$ cat config.mk
export PLATFORM = sky130hd
export DESIGN_NAME = traffic_gen
export DESIGN_NICKNAME = d
export VERILOG_FILES = /design/src/rtl/traffic_gen.sv
export SDC_FILE = /design/constraint.sdc
export NUM_CORES = 1
export LEC_CHECK = 0
export ABC_CLOCK_PERIOD_IN_PS = 2300
export CORE_ASPECT_RATIO = 2
export CORE_UTILIZATION = 49
export DETAILED_ROUTE_END_ITERATION = 8
export GPL_TIMING_DRIVEN = 0
export PLACE_DENSITY = 0.86
export SKIP_LAST_GASP = 1
export SLEW_MARGIN = 40
export SYNTH_ARGS = -nofsm -noshare
export SYNTH_HDL_FRONTEND = slang
export SYNTH_SLANG_ARGS = --single-unit
$ cat constraint.sdc
create_clock -name clk -period 2.3 [get_ports clk]
set_input_delay 0.69 -clock clk [delete_from_list [all_inputs] [get_ports clk]]
set_output_delay 0.69 -clock clk [all_outputs]
set_load 0.1 [all_outputs]
$ cat src/rtl/traffic_gen.sv
`default_nettype none
// +----------------------------------------------------------------------------+
// | traffic_gen : header+counter flit source driving one NoC router port       |
// | Rev 1.0                                                                    |
// +----------------------------------------------------------------------------+
module traffic_gen #(
  parameter int          WIDTH        = 32,
  parameter int          N            = 16,
  parameter int          N_ADDR_WIDTH = $clog2(N),
  parameter logic [7:0]  ID           = 8'd0,
  parameter int          NODE         = 0,
  parameter int          DEST_MODE    = 0,
  parameter int          DST          = 15,
  parameter int          GAP_CYCLES   = 0,
  parameter int          NUM_TESTS    = 1000,
  parameter logic [15:0] LFSR_SEED    = 16'hACE1
) (
  input  logic                                clk,
  input  logic                                rst,
  input  logic                                enable,
  output logic [WIDTH-1:0]                    data_out,
  output logic                                valid_out,
  input  logic                                ready_in,
  output logic                                done,
  output logic [WIDTH-2*N_ADDR_WIDTH-8-1:0]   sent_count
);

  localparam int c_naw = N_ADDR_WIDTH;
  localparam int c_dw  = WIDTH - 2*N_ADDR_WIDTH - 8;

  localparam logic [c_naw-1:0] c_node    = c_naw'(NODE);
  localparam logic [c_naw-1:0] c_node_p1 = c_naw'(NODE + 1);
  localparam logic [c_naw-1:0] c_dst     = c_naw'(DST);
  localparam logic [c_dw-1:0]  c_num     = c_dw'(NUM_TESTS);
  localparam logic [31:0]      c_gap     = 32'(GAP_CYCLES);

  typedef enum logic [1:0] {
    S_IDLE = 2'd0,
    S_SEND = 2'd1,
    S_GAP  = 2'd2,
    S_DONE = 2'd3
  } state_t;

  state_t            r_state;
  state_t            w_state_nxt;
  logic [WIDTH-1:0]  r_data;
  logic [c_dw-1:0]   r_sent;
  logic [c_naw-1:0]  r_rr_ptr;
  logic [15:0]       r_lfsr;
  logic [31:0]       r_gap;

  logic              w_accept;
  logic              w_load;
  logic              w_load_next;
  logic [c_dw-1:0]   w_cnt_inc;
  logic [c_dw-1:0]   w_cnt_inc2;
  logic [c_naw-1:0]  w_rr_inc;
  logic [c_naw-1:0]  w_rr_next;
  logic [15:0]       w_lfsr_next;
  logic [c_naw-1:0]  w_dst_cur;
  logic [c_naw-1:0]  w_dst_nxt;
  logic [WIDTH-1:0]  w_flit;

  function automatic logic [c_naw-1:0] pick_dst(input logic [c_naw-1:0] rr,
                                                 input logic [15:0]      lf);
    logic [c_naw-1:0] r;
    if (DEST_MODE == 1)
      r = rr;
    else if (DEST_MODE == 2)
      r = (lf[c_naw-1:0] == c_node) ? c_node_p1 : lf[c_naw-1:0];
    else
      r = c_dst;
    return r;
  endfunction

  assign w_accept    = (r_state == S_SEND) && ready_in;
  assign w_cnt_inc   = r_sent + 1'b1;
  assign w_cnt_inc2  = r_sent + 2'd2;
  assign w_rr_inc    = r_rr_ptr + 1'b1;
  assign w_rr_next   = (w_rr_inc == c_node) ? w_rr_inc + 1'b1 : w_rr_inc;
  assign w_lfsr_next = {r_lfsr[14:0], r_lfsr[15] ^ r_lfsr[13] ^ r_lfsr[12] ^ r_lfsr[10]};
  assign w_dst_cur   = pick_dst(r_rr_ptr, r_lfsr);
  assign w_dst_nxt   = pick_dst(w_rr_next, w_lfsr_next);

  // A back-to-back reload sees the pointers and count as they will be after this accept.
  assign w_flit = w_load_next ? {c_node, w_dst_nxt, ID, w_cnt_inc2}
                              : {c_node, w_dst_cur, ID, w_cnt_inc};

  always_ff @(posedge clk) begin
    if (rst) r_state <= S_IDLE;
    else     r_state <= w_state_nxt;
  end

  always_comb begin
    w_state_nxt = r_state;
    w_load      = 1'b0;
    w_load_next = 1'b0;
    case (r_state)
      S_IDLE: begin
        if (enable) begin
          w_state_nxt = S_SEND;
          w_load      = 1'b1;
        end
      end
      S_SEND: begin
        if (ready_in) begin
          if (w_cnt_inc == c_num) begin
            w_state_nxt = S_DONE;
          end else if (GAP_CYCLES > 0) begin
            w_state_nxt = S_GAP;
          end else if (enable) begin
            w_load      = 1'b1;
            w_load_next = 1'b1;
          end else begin
            w_state_nxt = S_IDLE;
          end
        end
      end
      S_GAP: begin
        // Last gap cycle applies the idle-start rule directly so exactly GAP_CYCLES bubbles appear.
        if (r_gap <= 32'd1) begin
          if (enable) begin
            w_state_nxt = S_SEND;
            w_load      = 1'b1;
          end else begin
            w_state_nxt = S_IDLE;
          end
        end
      end
      default: begin
        w_state_nxt = S_DONE;
      end
    endcase
  end

  always_ff @(posedge clk) begin
    if (rst) begin
      r_data   <= '0;
      r_sent   <= '0;
      r_rr_ptr <= c_node_p1;
      r_lfsr   <= LFSR_SEED;
      r_gap    <= '0;
    end else begin
      if (w_accept) begin
        r_sent   <= w_cnt_inc;
        r_rr_ptr <= w_rr_next;
        r_lfsr   <= w_lfsr_next;
      end
      if (w_load)
        r_data <= w_flit;
      if (w_accept)
        r_gap <= c_gap;
      else if (r_state == S_GAP)
        r_gap <= r_gap - 32'd1;
    end
  end

  assign data_out   = r_data;
  assign valid_out  = (r_state == S_SEND);
  assign done       = (r_state == S_DONE);
  assign sent_count = r_sent;

endmodule
`default_nettype wire
==> flow_summary.toml <==
# synthesis and place-and-route metrics
[yosys]
avgSynthCellArea_um2 = 8.33
ys_ff = 67
yosysTopAreaCell = "dfxtp_1"
yosys_warnings = 0
ff_type = "dfxtp_1"
ys_seq_share_pct = 35.9
synthDistinctLibCells = 65
syn-cell-area_mm2 = 0.00374
edf_count = 0
async_flop_share_pct = 0
netlist_instances = 449
synth.area.top_cells = "dfxtp_1, xnor2_1, nor2_1, xor2_1, buf_4"
yosys-stat-cells = 449
ys_area_mm2 = 0.00374

[timing]
final.period_utilization_pct = 99.9
fin_crit_ns = 2.30
finalHoldViolCount = 0
finClkSkew_ns = 0.00472
setup_viol = 0

[drt]
first_pass_iters = 5
topRoutingLayerUsed = "met4"
vias = 3538
wl_met1_mm = 3.52
drc = 0
wl_per_cell_um = 16.5
viasPerCell = 5.66
wl_mm = 10.3
dr_wl_met2_mm = 5.66
drtIter0Drc = 174
ant_nets = 0
wl_met3_um = 465

[die]
floorplanUtilization_pct = 51.1
pin_count = 54
die_y_um = 126
coreArea_mm2 = 0.00732

[cells_and_area]
area_delta_synth_final_pct = 31.7
drive_above_1_share_pct = 32.5
lay_top_cells = "nor2_1, dfxtp_1, buf_2, buf_4, nand2_1"
final_common_cell = "nor2_1"
finalNonFillerCells = 625
diodes = 0
nNetsFinal = 537

[critical_path]
r2r_end = "data_out[4]$_SDFFE_PP0P_"
critical_path_class = "register to register"
crit_fanout = 6
r2r_cells = 8
reg2reg_slack_ns = 0.002
slowest_delay_ns = 0.56
crit_arrival_ns = 2.49
startpoint_type = "register"
crit_required_ns = 2.49
r2r-start = "r_gap[25]$_SDFFE_PP0N_"
cp_cell_sequence = "or4_4, nor4_4, nand4_4, a21oi_4, buf_12, mux2_4, mux2i_2, a211oi_2"
crit_start = "r_gap[25]$_SDFFE_PP0N_"

[placement]
dpl.cell_count = 592
globalplace.congestion = 0.951

[global_routing]
grt_max_degree = 13
grt_pass1_vias = 3452
grt_usage_pct = 26.0
antenna_found_initial = 0
overflow = 0

[run_status]
outcome = "complete, no violations"

[hold_path]
hold_class = "register to register"

[pwr]
power.leakage_nw = 2.02
ir_drop_mv = 0.538

[cts]
clkTransAtPathRegs_ns = 0.06
clockBufferDepth = 2
tritoncts = "built"

[run]
drv_cap = 0
[cell families after synthesis]
logic type	Yosys count	share of synthesized area, %
AND/OR/NAND/NOR	195	27.2
AND-OR/OR-AND	68	13.2
flip-flops	67	35.9
buffers and inverters	54	7.89
XOR/XNOR	53	12.4
multiplexers	6	1.71
adder cells (fa/ha/maj)	5	1.67
other	1	0.100
[where the power goes]
group	leakage (nW)	internal [mW]	switching [mW]	total, mW
registers	0.557	1.18	0.0257	1.20
logic	1.32	0.135	0.483	0.617
clock network	0.143	0.840	0.521	1.36
[worst min-delay path by stage]
stage | from | end | slack [ns] | depth (start not counted)
after floorplan | r_gap[16]$_SDFFE_PP0N_ | r_gap[16]$_SDFFE_PP0N_ | 0.47 | 2
after global placement | data_out[2]$_SDFFE_PP0P_ | data_out[2]$_SDFFE_PP0P_ | 0.47 | 2
after detailed placement | data_out[2]$_SDFFE_PP0P_ | data_out[2]$_SDFFE_PP0P_ | 0.46 | 2
after CTS | data_out[2]$_SDFFE_PP0P_ | data_out[2]$_SDFFE_PP0P_ | 0.47 | 2
after global routing | data_out[2]$_SDFFE_PP0P_ | data_out[2]$_SDFFE_PP0P_ | 0.50 | 2
final | data_out[2]$_SDFFE_PP0P_ | data_out[2]$_SDFFE_PP0P_ | 0.47 | 2
[metrics by stage]
step	power (mW)	TNS, ns	utilization, %	setup WS [ns]	hold WS (ns)
floorplan	1.71	-0.197	-	-0.0301	0.471
global placement	1.82	-7.41	60.3	-0.420	0.466
detailed placement	1.79	-8.06	57.7	-0.421	0.461
CTS	3.17	-0.00954	63.9	-0.00548	0.471
global route	3.28	-0.576	67.3	-0.0865	0.498
finish	3.18	0	67.3	0.00234	0.472
[sequential cells by signal (all words and copies together) (netlist names)]
register,count
r_gap,32
data_out,17
sent_count,16
r_state,2
[per-layer routing]
layer / track usage, % / vias up
li1: - / 1681
met1: 23.7 / 1666
met2: 46.3 / 137
met3: 5.38 / 54
met4: 23.4 / 0
met5: 0 / -
[synthesized netlist by cell type, drive strengths merged, types with 2 or more instances]
cell and n:
nor2 70, dfxtp 67, nand2 37, xnor2 34, buf 31, a21oi 22, xor2 19, nor3 17
inv 13, o21ai 13, or3 12, clkbuf 10, nor4 10, nand4 9, or2 7, a211oi 5
and4 5, ha 5, nand3 5, o221a 5, nand2b 4, nor2b 4, or4 4, a311oi 3
and2 3, mux2 3, mux2i 3, a221o 2, a221oi 2, a31oi 2, and2b 2, nand3b 2
o221ai 2, o22ai 2, o31ai 2
[worst max-delay path: cells and delay by family, from the launching register on]
| family | cells | cell delay, ns |
|---|---|---|
| muxes | 2 | 0.47 |
| buffers and inverters | 1 | 0.14 |
| DFF | 1 | 0.32 |
| and+or+nand+nor | 3 | 1.00 |
| AOI/OAI and AO/OA | 2 | 0.22 |
[timing repair]
item	4_1_cts	5_1_grt
gates cloned	0	1
setup buffers	8	17
pin swaps	11	11
gates resized	23	27
endpoints found under the setup margin	20	21
[area by class of cell]
cell class / count / area [um^2]
inverters: 13 / 51.3
well taps: 92 / 115
flip-flops and latches: 67 / 1400
multi-input cells: 339 / 2380
plain buffers: 32 / 226
fillers: 559 / 2400
clock buffers: 10 / 229
repair buffers: 66 / 455
clock inverters: 6 / 63.8
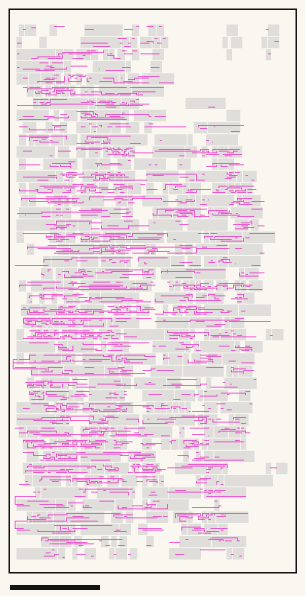
Figure 1: metal 1.
Bar = 20 um. Cells faint in the background.
nets with wire on the layer: 493
main direction: horizontal

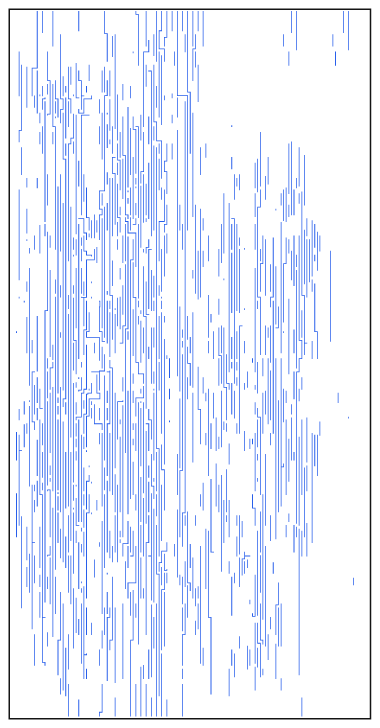
Figure 2: metal 2.
wire length on this layer: 5660 um
share of all routed wire: 55%
nets with wire on the layer: 471
longest straight run: 72.9 um
main direction: vertical

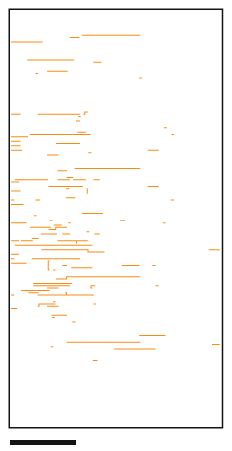
Figure 3: signal wires on met3.
Bar = 20 um.
share of all routed wire: 4.5%
main direction: horizontal
nets with wire on the layer: 60

No activity file was given, so power comes from the tool's default toggle rates.
